**Clock distribution**

(2 px per µm)
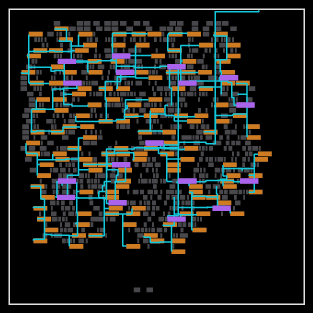
**Floorplan with the power grid**

(3 px per µm) Pins as bars on the die edge. Tap cells in gray.
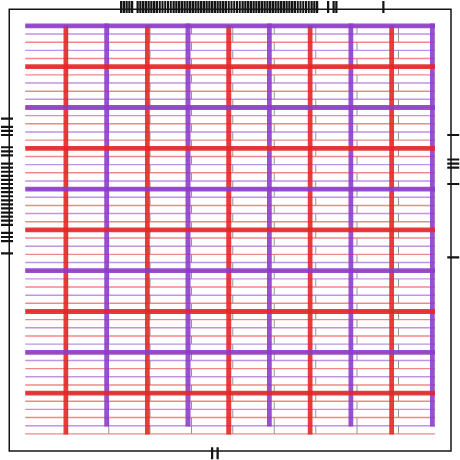
**Cell classes on the final placement**

(3 px per µm) Fill, decap, tap and diode cells in gray.
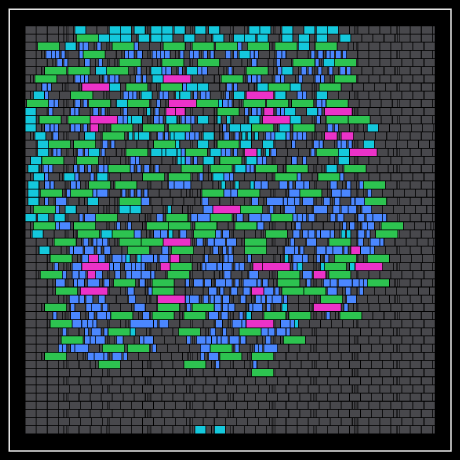
--- config.mk ---
export PLATFORM = sky130hd
export DESIGN_NAME = alu_operand_loader_flat
export DESIGN_NICKNAME = d
export VERILOG_FILES = /design/src/rtl/alu_operand_loader_if.sv /design/src/rtl/alu_operand_loader.sv /design/src/flat_wrapper.sv
export SDC_FILE = /design/constraint.sdc
export NUM_CORES = 1
export LEC_CHECK = 0
export CORE_MARGIN = 5
export CORE_UTILIZATION = 30
export CTS_CLUSTER_DIAMETER = 30
export DETAILED_ROUTE_END_ITERATION = 16
export GPL_ROUTABILITY_DRIVEN = 0
export GPL_TIMING_DRIVEN = 0
export SYNTH_ARGS = -nofsm -noshare
export SYNTH_HDL_FRONTEND = slang
export SYNTH_SLANG_ARGS = --single-unit
export TNS_END_PERCENT = 5
--- constraint.sdc ---
create_clock -name clk -period 5.3 [get_ports clk]
set_clock_uncertainty 0.15 [all_clocks]
set_input_delay 1.06 -clock clk [delete_from_list [all_inputs] [get_ports clk]]
set_output_delay 1.06 -clock clk [all_outputs]
set_load 0.005 [all_outputs]
--- src/rtl/alu_operand_loader_if.sv ---
// Operand bus from the input loader to the ALU: latched A/B/function triple,
// sticky load flags and a valid/ready handshake.
//   A, B     : latched 32-bit operands
//   ALU_OP   : latched 4-bit function code
//   loaded   : sticky {F,B,A} written-since-reset flags
//   op_valid : triple ready for the ALU
//   op_ready : ALU accepts the triple when op_valid & op_ready at a rising edge
interface alu_operand_loader_if;
   logic [31:0] A;
   logic [31:0] B;
   logic [3:0]  ALU_OP;
   logic [2:0]  loaded;
   logic        op_valid;
   logic        op_ready;

   modport master (
      output A,
      output B,
      output ALU_OP,
      output loaded,
      output op_valid,
      input  op_ready
   );

   modport slave (
      input  A,
      input  B,
      input  ALU_OP,
      input  loaded,
      input  op_valid,
      output op_ready
   );
endinterface

--- src/rtl/alu_operand_loader.sv ---
// Upstream input stage for the ALU: synchronises and debounces three raw
// pushbuttons, latches the switch bank into operand A, operand B or the ALU
// function register on each debounced press, and offers the triple to the ALU.
//   clk, rst : rising-edge clock, synchronous active-high reset
//   SW       : switch bank, data source for every load
//   btn_A/B/F: raw asynchronous pushbuttons (load A, load B, load function)
//   bus      : operand bus towards the ALU (master side)
module alu_operand_loader #(
   parameter int unsigned DEBOUNCE_CYCLES = 16,
   parameter int unsigned CNT_W           = 20
) (
   input  logic                        clk,
   input  logic                        rst,
   input  logic [31:0]                 SW,
   input  logic                        btn_A,
   input  logic                        btn_B,
   input  logic                        btn_F,
   alu_operand_loader_if.master        bus
);

   localparam int unsigned DATA_W = 32;
   localparam int unsigned OP_W   = 4;
   localparam int unsigned NBTN   = 3;
   localparam logic [CNT_W-1:0] CNT_MAX = CNT_W'(DEBOUNCE_CYCLES - 1);

   typedef enum logic {IDLE, PENDING} state_e;

   // Button vectors are ordered {F,B,A} to match the loaded flags.
   logic [NBTN-1:0]   s1_q, s1_d;
   logic [NBTN-1:0]   s2_q, s2_d;
   logic [NBTN-1:0]   st_q, st_d;
   logic [NBTN-1:0]   st_dly_q, st_dly_d;
   logic [CNT_W-1:0]  cnt_q [NBTN];
   logic [CNT_W-1:0]  cnt_d [NBTN];
   logic [DATA_W-1:0] a_q, a_d;
   logic [DATA_W-1:0] b_q, b_d;
   logic [OP_W-1:0]   op_q, op_d;
   logic [NBTN-1:0]   loaded_q, loaded_d;
   state_e            state_q, state_d;
   logic [NBTN-1:0]   pulse;
   logic              load;

   // Next-state logic: synchroniser, debounce, load registers, handshake.
   always_comb begin
      s1_d     = {btn_F, btn_B, btn_A};
      s2_d     = s1_q;
      st_d     = st_q;
      st_dly_d = st_q;
      for (int unsigned i = 0; i < NBTN; i++) begin
         cnt_d[i] = cnt_q[i];
         // Any sample agreeing with the debounced state restarts the count.
         if (s2_q[i] == st_q[i]) begin
            cnt_d[i] = '0;
         end else if (cnt_q[i] == CNT_MAX) begin
            st_d[i]  = s2_q[i];
            cnt_d[i] = '0;
         end else begin
            cnt_d[i] = cnt_q[i] + CNT_W'(1);
         end
      end

      // One-cycle pulse on the debounced rising edge only.
      pulse    = st_q & ~st_dly_q;
      load     = |pulse;

      a_d      = pulse[0] ? SW : a_q;
      b_d      = pulse[1] ? SW : b_q;
      op_d     = pulse[2] ? SW[OP_W-1:0] : op_q;
      loaded_d = loaded_q | pulse;

      state_d  = state_q;
      case (state_q)
         IDLE: begin
            if (load && (loaded_d == 3'b111)) begin
               state_d = PENDING;
            end
         end
         PENDING: begin
            // A load in the accept cycle supplies a fresh triple, so stay.
            if (!load && bus.op_ready) begin
               state_d = IDLE;
            end
         end
         default: state_d = IDLE;
      endcase
   end

   // Single register stage; reset dominates everything.
   always_ff @(posedge clk) begin
      if (rst) begin
         s1_q     <= '0;
         s2_q     <= '0;
         st_q     <= '0;
         st_dly_q <= '0;
         for (int unsigned i = 0; i < NBTN; i++) begin
            cnt_q[i] <= '0;
         end
         a_q      <= '0;
         b_q      <= '0;
         op_q     <= '0;
         loaded_q <= '0;
         state_q  <= IDLE;
      end else begin
         s1_q     <= s1_d;
         s2_q     <= s2_d;
         st_q     <= st_d;
         st_dly_q <= st_dly_d;
         for (int unsigned i = 0; i < NBTN; i++) begin
            cnt_q[i] <= cnt_d[i];
         end
         a_q      <= a_d;
         b_q      <= b_d;
         op_q     <= op_d;
         loaded_q <= loaded_d;
         state_q  <= state_d;
      end
   end

   assign bus.A        = a_q;
   assign bus.B        = b_q;
   assign bus.ALU_OP   = op_q;
   assign bus.loaded   = loaded_q;
   assign bus.op_valid = (state_q == PENDING);

endmodule

--- src/flat_wrapper.sv ---
// flat-port wrapper written by rule: the top's interface ports become plain ports
module alu_operand_loader_flat 
#(
   parameter int unsigned DEBOUNCE_CYCLES = 16,
   parameter int unsigned CNT_W           = 20
)
  (clk, rst, SW, btn_A, btn_B, btn_F, bus_A, bus_B, bus_ALU_OP, bus_loaded, bus_op_valid, bus_op_ready);
  alu_operand_loader_if bus_i ();
  input  logic clk;
  input  logic rst;
  input  logic [31:0] SW;
  input  logic btn_A;
  input  logic btn_B;
  input  logic btn_F;
  output wire logic [$bits(bus_i.A)-1:0] bus_A;
  output wire logic [$bits(bus_i.B)-1:0] bus_B;
  output wire logic [$bits(bus_i.ALU_OP)-1:0] bus_ALU_OP;
  output wire logic [$bits(bus_i.loaded)-1:0] bus_loaded;
  output wire logic [$bits(bus_i.op_valid)-1:0] bus_op_valid;
  input wire logic [$bits(bus_i.op_ready)-1:0] bus_op_ready;
  assign bus_A = bus_i.A;
  assign bus_B = bus_i.B;
  assign bus_ALU_OP = bus_i.ALU_OP;
  assign bus_loaded = bus_i.loaded;
  assign bus_op_valid = bus_i.op_valid;
  assign bus_i.op_ready = bus_op_ready;
  alu_operand_loader #(.DEBOUNCE_CYCLES(DEBOUNCE_CYCLES), .CNT_W(CNT_W)) u_core (.clk(clk), .rst(rst), .SW(SW), .btn_A(btn_A), .btn_B(btn_B), .btn_F(btn_F), .bus(bus_i));
endmodule
==> metrics.cfg <==
[critical_path]
crit_required_ns=5.44
worst_path_most_repeated_cell=clkbuf_1
critPathLaunch=rst
cp_top_family=buffers and inverters
timing.rr.start=u_core.cnt_q[0][20]$_SDFF_PP0_
reg2reg_depth=7
startpoint_type=input port
worst-path-stages=5
cp_cell_sequence=clkbuf_1, clkbuf_1, clkbuf_1, buf_1, a21oi_1
reg2reg_to=u_core.cnt_q[0][30]$_SDFF_PP0_
path_buffers=4
critPathKind=in -> reg

[yosys]
common_cells=nand2_1, dfxtp_1, nor2_1
edf_count=0
async_flop_share_pct=0
ys_cells=666
topCellsByArea=dfxtp_1, nand2_1, a21oi_1
synthXorXnorAreaFrac_pct=7.49
syn_area_um2=5610
largest_area_cell=dfxtp_1
yosysUniqueCellTypes=37
top_area_share_pct=51.4
syn_avg_cell_area_um2=8.42
mux_area_share_pct=2.21
synth.most_common_cell=nand2_1
yosys_area_um2=5610
fp_nets=707

[power_and_ir_drop]
p_seq_share_pct=47.5
clock_power_uw=1150
power_density_nw_per_um2=303
power.total_uw=2290
internal_power_uw=1740
clkPwrFrac_pct=50.1
p_switching_uw=551
p_comb_uw=56.3
leakage_uw=0.00240

[drt]
first_iter_violations=186
maxUsedRoutingLayer=met4
wl_um=14300
dr_wl_met2_um=6510
drt-met1-wl_um=6600
routed-wl-met3_um=727
firstDrtPassIters=5
drcViolationCount=0
post_drt_wl_per_cell_um=13.7
num_vias=4791

[final_timing]
worst_slack_ns=2.54
clock.fmax_ghz=0.363
grt_setup_unrepaired=no
layout_min_cycle_time_ns=2.76
hold_viol=0
worst_pin_slew_ns=0.631
slew_headroom_pct=57.5
whs_ns=0.288

[place]
port_buffers=108
post-dp-hpwl_um=10500
placedCellCount=1008
post-place-ws_ns=2.01

[floorplanning]
fp-utilization_pct=30.2
ioPinCount=110
tap_cells=234
die_area_um2=21500

[global_route]
track_usage_pct=13.8
use_met2_pct=21.1
grtUsageMet1_pct=17.6
grt_use_met3_pct=5.03

[cells_and_area]
clk_share_pct=7.51
num-nonclk-inverters=10
nonClkBufAreaFrac_pct=16.2
largest_reg_flops=60
area_growth_pct=34.6
drive_above_1_share_pct=5.83
largest-register=u_core.cnt_q
seq_cell_count=144
final_area_um2=7550
nMultiInputCombCells=476
regArea_um2=2880

[clock_network]
cts_resized=0
cts_made_buffers=17
cts_setup_buffers=0
cts_sinks=144

[status]
outcome=finished clean

[hold_path]
worstHoldEndpoint=u_core.s2_q[1]$_SDFF_PP0_
hold_depth=1
min_path_type=reg -> reg

[job]
tool_warnings=26
drv_cap=0

## Picture notes: 'clock distribution'
Key: purple = clock-net drivers [count 17]; cyan = clock wires [length 1840 µm]; orange = flip-flops [count 144]
There are 18 routed clock nets.

## Picture notes: 'floorplan with the power grid'
Key: purple = VDD; red = VSS
110 signal pins sit on the boundary. 10 straps on met5. The core has 50 rows.
die height: 147 µm
worst vdd rail ir drop: 0.000236 V
Core Footprint: 18600 µm²
chip width: 147 µm

## Picture notes: 'cell classes on the final placement'
Key: green = sequential cells [cells 144, share of their area 40%]; magenta = clock drivers and dummy loads [cells 32, share of their area 7.8%]; blue = remaining logic cells [cells 486, share of their area 36%]; cyan = remaining buffers and delay cells [cells 144, share of their area 17%]
Util after Layout: 40.6%
fraction of area in registers: 38.2%
Rows: 50

Power is estimated from default activity; no workload was simulated.
